**config.mk**
```make
export PLATFORM = sky130hd
export DESIGN_NAME = result_uart_tx_flat
export DESIGN_NICKNAME = d
export VERILOG_FILES = /design/src/rtl/result_uart_tx_if.sv /design/src/rtl/result_uart_tx.sv /design/src/flat_wrapper.sv
export SDC_FILE = /design/constraint.sdc
export NUM_CORES = 1
export LEC_CHECK = 0
export ABC_AREA = 0
export CAP_MARGIN = 20
export CORE_MARGIN = 2
export CORE_UTILIZATION = 43
export DETAILED_ROUTE_END_ITERATION = 8
export GPL_ROUTABILITY_DRIVEN = 1
export PLACE_DENSITY = 0.63
export SLEW_MARGIN = 0
export SYNTH_ARGS = -nofsm -noshare
export SYNTH_HDL_FRONTEND = slang
export SYNTH_SLANG_ARGS = --single-unit
```
**constraint.sdc**
```tcl
create_clock -name clk -period 5.5 [get_ports clk]
set_input_delay 1.1 -clock clk [delete_from_list [all_inputs] [get_ports clk]]
set_output_delay 1.1 -clock clk [all_outputs]
set_load 0.02 [all_outputs]
```
**src/rtl/result_uart_tx_if.sv**
```systemverilog
// result_uart_tx_if: core result/state feed into result_uart_tx and its UART status back out.
interface result_uart_tx_if #(parameter int DATA_W = 64);
    logic              clk_enable;
    logic [3:0]        state_in;
    logic [DATA_W-1:0] result_in;
    logic              tx;
    logic              busy;
    logic [15:0]       dropped_count;
    modport master (output clk_enable, state_in, result_in, input tx, busy, dropped_count);
    modport slave  (input clk_enable, state_in, result_in, output tx, busy, dropped_count);
endinterface

```
**src/rtl/result_uart_tx.sv**
```systemverilog
// result_uart_tx: streams each completed SUBLEQ result as an ASCII hex line over 8N1 UART.
// Optional RESULT_UART_CHANGE_ONLY_EN: skip frames whose result equals the last one sent.
module result_uart_tx #(
    parameter int CLKS_PER_BIT = 434,
    parameter int DATA_W       = 64
) (
    input logic             clk,
    input logic             rst,
    result_uart_tx_if.slave bus
);
    localparam int NDIG   = DATA_W / 4;
    localparam int NBYTES = NDIG + 2;
    localparam int CW     = $clog2(CLKS_PER_BIT);
    localparam int BW     = $clog2(NBYTES);
    localparam logic [1:0] IDLE  = 2'd0;
    localparam logic [1:0] START = 2'd1;
    localparam logic [1:0] DATA  = 2'd2;
    localparam logic [1:0] STOP  = 2'd3;
    localparam logic [3:0] UPDATE_PC = 4'd12;

    logic [1:0]        state, state_n;
    logic [CW-1:0]     cnt, cnt_n;
    logic [2:0]        bit_idx, bit_n;
    logic [BW-1:0]     byte_idx, byte_n;
    logic [DATA_W-1:0] cap;
    logic [3:0]        nib;
    logic [7:0]        cur_byte;
    logic              trig, accept, drop, tick, tx_n;

    assign trig = bus.state_in == UPDATE_PC && bus.clk_enable;
    assign drop = trig && state != IDLE;
    assign tick = cnt == CW'(CLKS_PER_BIT - 1);
    assign bus.busy = state != IDLE;

`ifdef RESULT_UART_CHANGE_ONLY_EN
    logic [DATA_W-1:0] last_sent;
    logic              last_valid;
    assign accept = trig && state == IDLE && !(last_valid && bus.result_in == last_sent);
    always_ff @(posedge clk or posedge rst)
        if (rst) begin
            last_sent  <= '0;
            last_valid <= 1'b0;
        end else if (accept) begin
            last_sent  <= bus.result_in;
            last_valid <= 1'b1;
        end
`else
    assign accept = trig && state == IDLE;
`endif

    // Byte is looked up for the next cycle so tx can be a clean register output.
    assign nib      = 4'(cap >> (4 * (NDIG - 1 - int'(byte_n))));
    assign cur_byte = int'(byte_n) < NDIG ? (nib < 4'd10 ? 8'h30 + {4'h0, nib} : 8'h37 + {4'h0, nib})
                    : int'(byte_n) == NDIG ? 8'h0D : 8'h0A;
    assign tx_n     = state_n == START ? 1'b0 : state_n == DATA ? cur_byte[bit_n] : 1'b1;

    always_comb begin
        state_n = state;
        cnt_n   = tick ? '0 : cnt + 1'b1;
        bit_n   = bit_idx;
        byte_n  = byte_idx;
        case (state)
            IDLE: begin
                cnt_n = '0;
                if (accept) begin
                    state_n = START;
                    byte_n  = '0;
                end
            end
            START: if (tick) begin
                state_n = DATA;
                bit_n   = '0;
            end
            DATA: if (tick) begin
                state_n = bit_idx == 3'd7 ? STOP : DATA;
                bit_n   = bit_idx + 1'b1;
            end
            default: if (tick) begin
                state_n = int'(byte_idx) == NBYTES - 1 ? IDLE : START;
                byte_n  = byte_idx + 1'b1;
            end
        endcase
    end

    always_ff @(posedge clk or posedge rst)
        if (rst) begin
            state             <= IDLE;
            cnt               <= '0;
            bit_idx           <= '0;
            byte_idx          <= '0;
            cap               <= '0;
            bus.tx            <= 1'b1;
            bus.dropped_count <= '0;
        end else begin
            state    <= state_n;
            cnt      <= cnt_n;
            bit_idx  <= bit_n;
            byte_idx <= byte_n;
            bus.tx   <= tx_n;
            if (accept) cap <= bus.result_in;
            if (drop && bus.dropped_count != 16'hFFFF) bus.dropped_count <= bus.dropped_count + 16'd1;
        end
endmodule
```
**src/flat_wrapper.sv**
```systemverilog
// flat-port wrapper written by rule: the top's interface ports become plain ports
module result_uart_tx_flat 
#(
    parameter int CLKS_PER_BIT = 434,
    parameter int DATA_W       = 64
)
  (clk, rst, bus_clk_enable, bus_state_in, bus_result_in, bus_tx, bus_busy, bus_dropped_count);
  result_uart_tx_if #(.DATA_W(DATA_W)) bus_i ();
  input logic clk;
  input logic rst;
  input wire logic [$bits(bus_i.clk_enable)-1:0] bus_clk_enable;
  input wire logic [$bits(bus_i.state_in)-1:0] bus_state_in;
  input wire logic [$bits(bus_i.result_in)-1:0] bus_result_in;
  output wire logic [$bits(bus_i.tx)-1:0] bus_tx;
  output wire logic [$bits(bus_i.busy)-1:0] bus_busy;
  output wire logic [$bits(bus_i.dropped_count)-1:0] bus_dropped_count;
  assign bus_i.clk_enable = bus_clk_enable;
  assign bus_i.state_in = bus_state_in;
  assign bus_i.result_in = bus_result_in;
  assign bus_tx = bus_i.tx;
  assign bus_busy = bus_i.busy;
  assign bus_dropped_count = bus_i.dropped_count;
  result_uart_tx #(.CLKS_PER_BIT(CLKS_PER_BIT), .DATA_W(DATA_W)) u_core (.clk(clk), .rst(rst), .bus(bus_i));
endmodule
```
==> impl_metrics.env <==
# physical design summary
export IMPL_post_synth_instance_area_um2=5480
export IMPL_critical_path_depth=15
export IMPL_finalWeightedCongestion=0.838
export IMPL_rr_endpoint="u_core.bus.tx$_DFF_PP1_"
export IMPL_grt_start_max_net_pins=69
export IMPL_avgSynthCellArea_um2=10.9
export IMPL_timing_critical_path_from_type="input pin"
export IMPL_reg2reg_setup_slack_ns=1.14
export IMPL_floorplan_die_area_um2=13700
export IMPL_maxCapViolCount=0
export IMPL_drt_pass1_iterations=4
export IMPL_ff_count=100
export IMPL_rows=41
export IMPL_cts_path_max_buffers=2
export IMPL_route_antenna_remaining_nets=0
export IMPL_post_route_drc_count=0
export IMPL_postSynthSeqShare=0.457
export IMPL_cp_startpoint="bus_state_in[3]"
export IMPL_crit_top_cell="sky130_fd_sc_hd__mux2i_1"
export IMPL_inverters=21
export IMPL_ys_dominant_reg_cell="sky130_fd_sc_hd__dfrtp_1"
export IMPL_worst_path_buf_inv=2
export IMPL_routed_wl_met2_um=5980
export IMPL_grt_antenna_before_repair=0
export IMPL_skew_ns=0.00825
export IMPL_timing_critical_path_arrival_ns=4.94
export IMPL_worst_pin_slew_ns=0.945
export IMPL_tool_warnings=31
export IMPL_min_path_cells=1
export IMPL_largest_register="u_core.cap"
export IMPL_synthTopCellsByArea="sky130_fd_sc_hd__dfrtp_1 (45%), sky130_fd_sc_hd__mux2_2 (14%), sky130_fd_sc_hd__mux2i_1 (4.2%), sky130_fd_sc_hd__ha_1 (3.0%), sky130_fd_sc_hd__nand3_1 (2.8%)"
export IMPL_final_hold_viol_count=0
export IMPL_instances_no_fill=762
export IMPL_dieHeight_um=117
export IMPL_min_path_type="reg -> reg"
export IMPL_placed_cells_incl_taps=746
export IMPL_cellInternalPower_mw=1.18
export IMPL_timing_rr_start="u_core.state[1]$_DFF_PP0_"
export IMPL_area_combinational_um2=2800
export IMPL_cts_inserted_buffers=9
export IMPL_status="finished clean"
export IMPL_cp_max_fo=13
export IMPL_tritoncts="built"
export IMPL_tapCellCount=172
export IMPL_largest_register_ff_count=64
export IMPL_setup_violations_final=0
export IMPL_post_synth_and_or_nand_nor_area_fraction=0.137
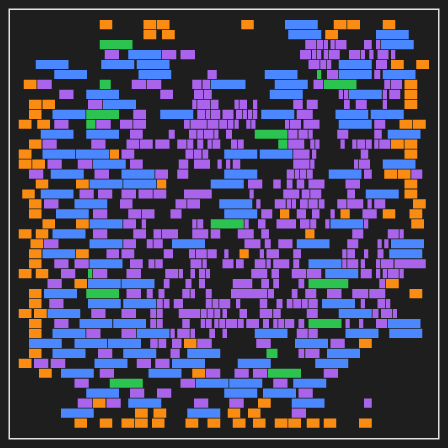
*Placement by cell class*
| color | class | cells | share of their area |
|---|---|---|---|
| orange | remaining buffers and delay cells | 94 | 14% |
| blue | registers | 100 | 38% |
| purple | remaining logic cells | 380 | 44% |
| green | clock drivers and dummy loads | 16 | 4.5% |
share of cell area taken by flip-flops and latches: 0.367
placeable core region: 12500 µm²
Final Cell Area: 6830 µm²

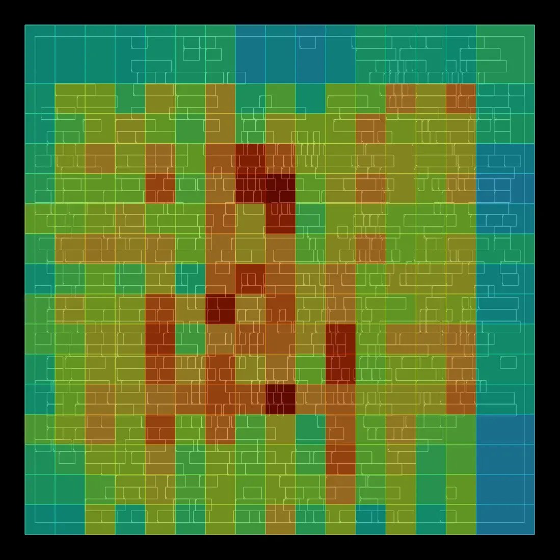
*Track usage over the die*
GRT Overall Usage: 0.196
met1 routing resource usage after global routing: 0.261
final design utilization: 0.545
highest-utilization routing layer at the global route stage: met2
drt wl/cell: 16.7 µm

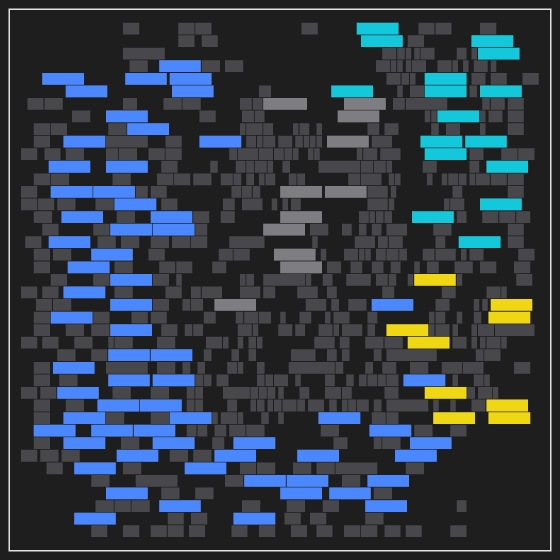
*Where the registers sit*
Other sequential cells in the stronger gray, the rest of the logic in the fainter gray.
| color | name in the netlist | sequential cells |
|---|---|---|
| cyan | u_core.bus.dropped_count | 16 |
| blue | u_core.cap | 64 |
| yellow | u_core.cnt | 9 |

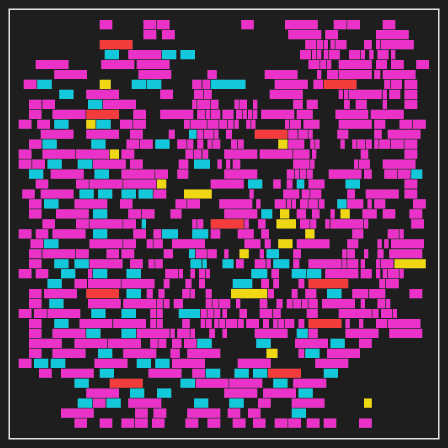
*Drive-strength map*
| color | size | cells | share | most used |
|---|---|---|---|---|
| cyan | x2 | 88 | 15% | mux2_2 |
| red | x6 and larger | 10 | 1.7% | clkbuf_16 |
| yellow | x3 and x4 | 16 | 2.7% | buf_4 |
| magenta | x1 and smaller | 476 | 81% | dfrtp_1 |
worst setup margin: 0.819 ns
Non-CTS buffers: 94
layout-stage area growth over the synthesis result: 24.5%

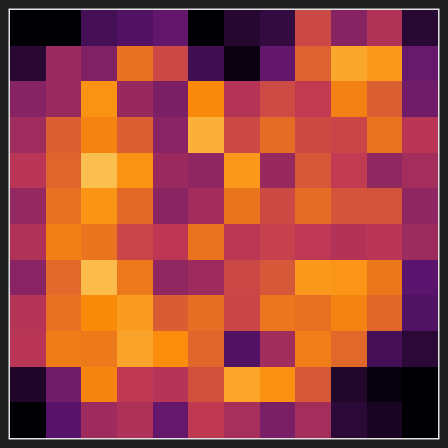
*Cell area per tile*
The die is cut into 12 by 12 equal tiles; black is low, pale yellow is high, 0 to 100% covered.
nearly empty tiles: 4.9%
tiles over 75% full: 11%
densest ninth of the die: west
fullest tile: 86%
emptiest ninth of the die: south-east
mean over tiles: 48%

